### Pin map

(2 px per micron) Pins as bars across the die edge, other pins in gray.
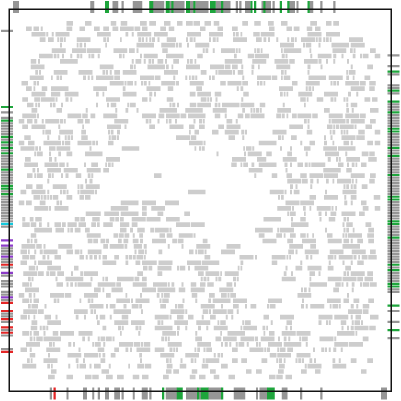
### Logic cells by family

(1.5 px per micron)
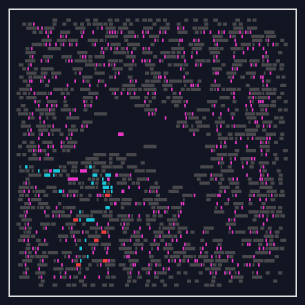
### Track usage over the die

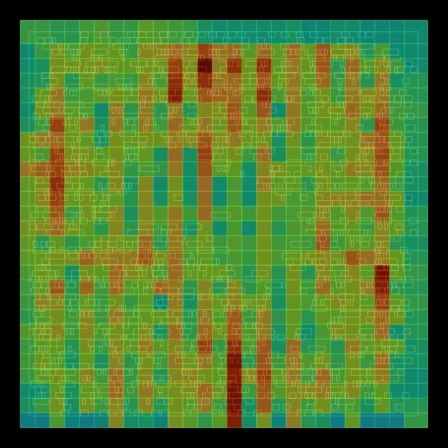
### Where the registers sit

(1.5 px per micron)
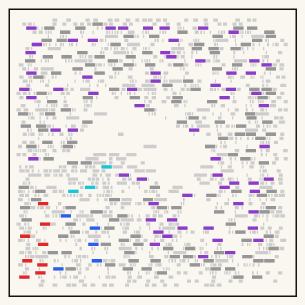
==> src/rtl/gpu_operand_collector.sv <==
// Operand collector: gathers up to three source operands through one RF read port.
// Optional macro GPU_OPC_SKIP_R0_EN: r0 sources read as zero with no read cycle.
module gpu_operand_collector #(
    parameter int REG_NUM    = 32,
    parameter int DATA_WIDTH = 64,
    parameter int TAG_WIDTH  = 8,
    localparam int AW        = $clog2(REG_NUM)
) (
    input  logic                  clk,
    input  logic                  reset,
    input  logic                  in_valid,
    output logic                  in_ready,
    input  logic [TAG_WIDTH-1:0]  in_tag,
    input  logic [1:0]            in_nsrc,
    input  logic [AW-1:0]         in_src0,
    input  logic [AW-1:0]         in_src1,
    input  logic [AW-1:0]         in_src2,
    input  logic [AW-1:0]         in_dst,
    output logic [AW-1:0]         rf_read_addr,
    input  logic [DATA_WIDTH-1:0] rf_read_data,
    output logic                  out_valid,
    input  logic                  out_ready,
    output logic [TAG_WIDTH-1:0]  out_tag,
    output logic [AW-1:0]         out_dst,
    output logic [DATA_WIDTH-1:0] out_op0,
    output logic [DATA_WIDTH-1:0] out_op1,
    output logic [DATA_WIDTH-1:0] out_op2,
    output logic                  busy
);

    typedef enum logic [1:0] {IDLE, READ, DONE} state_t;

    state_t        state;
    state_t        state_nx;
    logic [1:0]    idx;
    logic [2:0]    pend;
    logic [2:0]    pend_left;
    logic [2:0]    need;
    logic [AW-1:0] src0_q;
    logic [AW-1:0] src1_q;
    logic [AW-1:0] src2_q;
    logic          accept;

    function automatic logic [1:0] first_set(input logic [2:0] m);
        logic [1:0] r;
        r = 2'd0;
        if (m[2]) r = 2'd2;
        if (m[1]) r = 2'd1;
        if (m[0]) r = 2'd0;
        return r;
    endfunction

    assign in_ready  = (state == IDLE) || (state == DONE && out_ready);
    assign accept    = in_valid && in_ready;
    assign out_valid = (state == DONE);
    assign busy      = (state != IDLE);
    assign pend_left = pend & ~(3'b001 << idx);

    // Bit i set: operand i needs a read cycle.
    always_comb begin
        need[0] = (in_nsrc != 2'd0);
        need[1] = (in_nsrc >= 2'd2);
        need[2] = (in_nsrc == 2'd3);
`ifdef GPU_OPC_SKIP_R0_EN
        need[0] = need[0] && (in_src0 != '0);
        need[1] = need[1] && (in_src1 != '0);
        need[2] = need[2] && (in_src2 != '0);
`endif
    end

    always_ff @(posedge clk) begin
        if (reset) state <= IDLE;
        else       state <= state_nx;
    end

    always_comb begin
        state_nx = state;
        if (accept) begin
            state_nx = (need == '0) ? DONE : READ;
        end else begin
            unique case (state)
                IDLE:    state_nx = IDLE;
                READ:    if (pend_left == '0) state_nx = DONE;
                DONE:    if (out_ready) state_nx = IDLE;
                default: state_nx = IDLE;
            endcase
        end
    end

    always_comb begin
        rf_read_addr = '0;
        if (state == READ) begin
            unique case (idx)
                2'd0:    rf_read_addr = src0_q;
                2'd1:    rf_read_addr = src1_q;
                2'd2:    rf_read_addr = src2_q;
                default: rf_read_addr = '0;
            endcase
        end
    end

    always_ff @(posedge clk) begin
        if (reset) begin
            out_tag <= '0;
            out_dst <= '0;
            out_op0 <= '0;
            out_op1 <= '0;
            out_op2 <= '0;
            src0_q  <= '0;
            src1_q  <= '0;
            src2_q  <= '0;
            pend    <= '0;
            idx     <= '0;
        end else if (accept) begin
            out_tag <= in_tag;
            out_dst <= in_dst;
            out_op0 <= '0;
            out_op1 <= '0;
            out_op2 <= '0;
            src0_q  <= in_src0;
            src1_q  <= in_src1;
            src2_q  <= in_src2;
            pend    <= need;
            idx     <= first_set(need);
        end else if (state == READ) begin
            case (idx)
                2'd0:    out_op0 <= rf_read_data;
                2'd1:    out_op1 <= rf_read_data;
                2'd2:    out_op2 <= rf_read_data;
                default: ;
            endcase
            pend <= pend_left;
            idx  <= first_set(pend_left);
        end
    end

endmodule

==> config.mk <==
export PLATFORM = sky130hd
export DESIGN_NAME = gpu_operand_collector
export DESIGN_NICKNAME = d
export VERILOG_FILES = /design/src/rtl/gpu_operand_collector.sv
export SDC_FILE = /design/constraint.sdc
export NUM_CORES = 1
export LEC_CHECK = 0
export CAP_MARGIN = 25
export CORE_MARGIN = 4
export CORE_UTILIZATION = 25
export CTS_CLUSTER_DIAMETER = 50
export CTS_CLUSTER_SIZE = 8
export DETAILED_ROUTE_END_ITERATION = 7
export HOLD_SLACK_MARGIN = 0.08
export PLACE_DENSITY_LB_ADDON = 0.05
export SLEW_MARGIN = 20
export SYNTH_ARGS = -nofsm -noshare
export SYNTH_HDL_FRONTEND = slang
export SYNTH_SLANG_ARGS = --single-unit
==> constraint.sdc <==
create_clock -name clk -period 1.6 [get_ports clk]
set_input_delay 0.16 -clock clk [delete_from_list [all_inputs] [get_ports clk]]
set_output_delay 0.16 -clock clk [all_outputs]
set_load 0.02 [all_outputs]
==> results_dict.tcl <==
# place-and-route summary
set metrics [dict create \
    setup_ws_ns -0.109 \
    top_area_share_pct 54.7 \
    largest_area_cell "dfxtp_1" \
    layout.area.seq_sq_um 4550 \
    ys_ff 227 \
    largest_class "sequential cells" \
    power.group.top "the clock network" \
    rsz0062_at_grt "yes" \
    relSlewSlack_pct 77.0 \
    layout_top_cell "nand2_1" \
    drc 0 \
    die_w_microns 190 \
    hold_buffers 0 \
    synth_nets 1135 \
    status "finished, violations left" \
    synthXorXnorAreaFrac_pct 0 \
    adder_share_pct 0 \
    crit_chain "buf_12, mux2i_1, o22a_1, nor2_1, buf_4" \
    yosys_warnings 0 \
    grt_use_met1_pct 20.9 \
    violations "setup timing" \
    async_flop_share_pct 0 \
    placed_cells 1764 \
    nonClockInverterCount 2 \
    ant_nets 0 \
    yosys_area_sq_um 8310 \
    p_seq_mw 5.86 \
    seq_area_share_pct 34.5 \
    p_seq_share_pct 41.6 \
    antenna_found_initial 1 \
    top_regs "out_op0 (64), out_op1 (64), out_op2 (64)" \
    p_leak_nw 5.51 \
    syn_avg_cell_area_sq_um 8.01 \
    setup_violations 23 \
    dr.pass1.iters 4 \
    io-pin-count 311 \
    pg_comb_mw 1.41 \
    cts_buffer_depth 3 \
    finalWirelength_microns 31400 \
    port-buffer-count 310 \
    cts_setup_buffers 0 \
    grt_max_degree 39 \
    cts_sinks 227 \
    worstReg2RegEnd "out_op0[32]$_SDFFE_PP0P_" \
    crit_slowest_cell "dfxtp_4" \
    detailed_place.area_sq_um 12100 \
    place_congestion 0.739 \
    ff2ff_path_depth 7 \
    synth_cell_types 35 \
    holdPathStages 3 \
    cp_top_family "flip-flops" \
    slew_viol_final 0 \
    hold_path_class "in2reg" \
    intPower_mw 10.7 \
    drive_gt1_share_pct 13.4 \
    cpPeakStageDelay_ns 0.35 \
    numCtsBuffers 36 \
    max_freq_ghz 0.585 \
    layout.area.comb_sq_um 3450 \
    final_core_util_pct 40.5 \
    grt-ovfl-total 0 \
    comb_power_share_pct 10.0 \
    fin_total_pwr_mw 14.1 \
    clkPwrFrac_pct 48.4 \
    layout.nets 1467 \
    crit_path_start "idx[0]$_SDFFE_PP0P_" \
    ys_cells 1037 \
    drt_iter0_markers 316 \
    most_common_cell "nand2_1" \
    fp_util_pct 25.5 \
    synth_cells 1037 \
    rr_startpoint "idx[0]$_SDFFE_PP0P_" \
    route.met3.wl_microns 2330 \
    n_tap_cell 442 \
    post_cts_resized 243 \
    final-nonclk-buf-share_pct 27.4 \
    met2_length_microns 14200 \
    post-place-ws_ns -0.326 \
    hold_viol 0 \
    hold_start "in_tag[3]" \
    design.seq.count 227 \
    stdcell_area_sq_um 13200 \
    required_ns 1.44 \
    ys_sh_mux_pct 0.723 \
    ys_top_logic_family "simple AND/OR/NAND/NOR gates" \
    grt_use_met2_pct 26.1 \
    core_sq_um 32600 \
    cp_num_buf_inv 2 \
    synth_simple_gate_area_share_pct 23.0 \
    synth_area_sq_um 8310 \
    dieHeight_microns 190 \
    min_to "out_tag[3]$_SDFFE_PP0P_" \
    ys_sh_aoi_pct 15.9 \
    swShare_pct 23.9 \
    area_leaders "dfxtp_1 55%, nand2_1 20%, a21oi_1 13%" \
    crit_path_end "rf_read_addr[2]" \
    finalClockPeriodUsage_pct 107 \
    powerDensity_nw_per_um2 1070 \
    ir_worst_vdd_v 0.000647 \
    rrSetupSlack_ns -0.02 \
    synthTopCellsByCount "449 x nand2_1, 227 x dfxtp_1, 208 x a21oi_1, 30 x clkbuf_1, 25 x buf_2" \
    nNonClkBuffers 370 \
    fillers 3437 \
    dp_hpwl_microns 20300 \
    root_buffer "clkbuf_16" \
    cp_num_cells 5 \
    drt-met1-wl_microns 14200 \
    endpoint_kind "output port" \
    clock_buffers 44 \
]
Notes on 'Pin map' above:
- green: rf_read_data (pins 64; direction input; edge 20 north, 20 east, 14 south, 10 west)
- red: out_tag (pins 8; direction output; edge 7 west, 1 south)
- cyan: busy (pins 1; direction output; edge west)
- purple: out_dst (pins 5; direction output; edge west)
- all pins by edge: 84 east, 81 north, 75 west, 71 south

Notes on 'Logic cells by family' above:
- red: multiplexers (cells 6)
- cyan: NOR gates (cells 24)
- magenta: NAND gates (cells 457; where spread over the die)

Notes on 'Track usage over the die' above:
met3 usage: 4.91%
gr busiest metal: met2

Notes on 'Where the registers sit' above:
- blue: src0_q (placed flops 5)
- purple: out_op0 (placed flops 64; where spread over the die)
- red: out_tag (placed flops 8; where south-west)
- cyan: pend (placed flops 3)
- not colored: 147

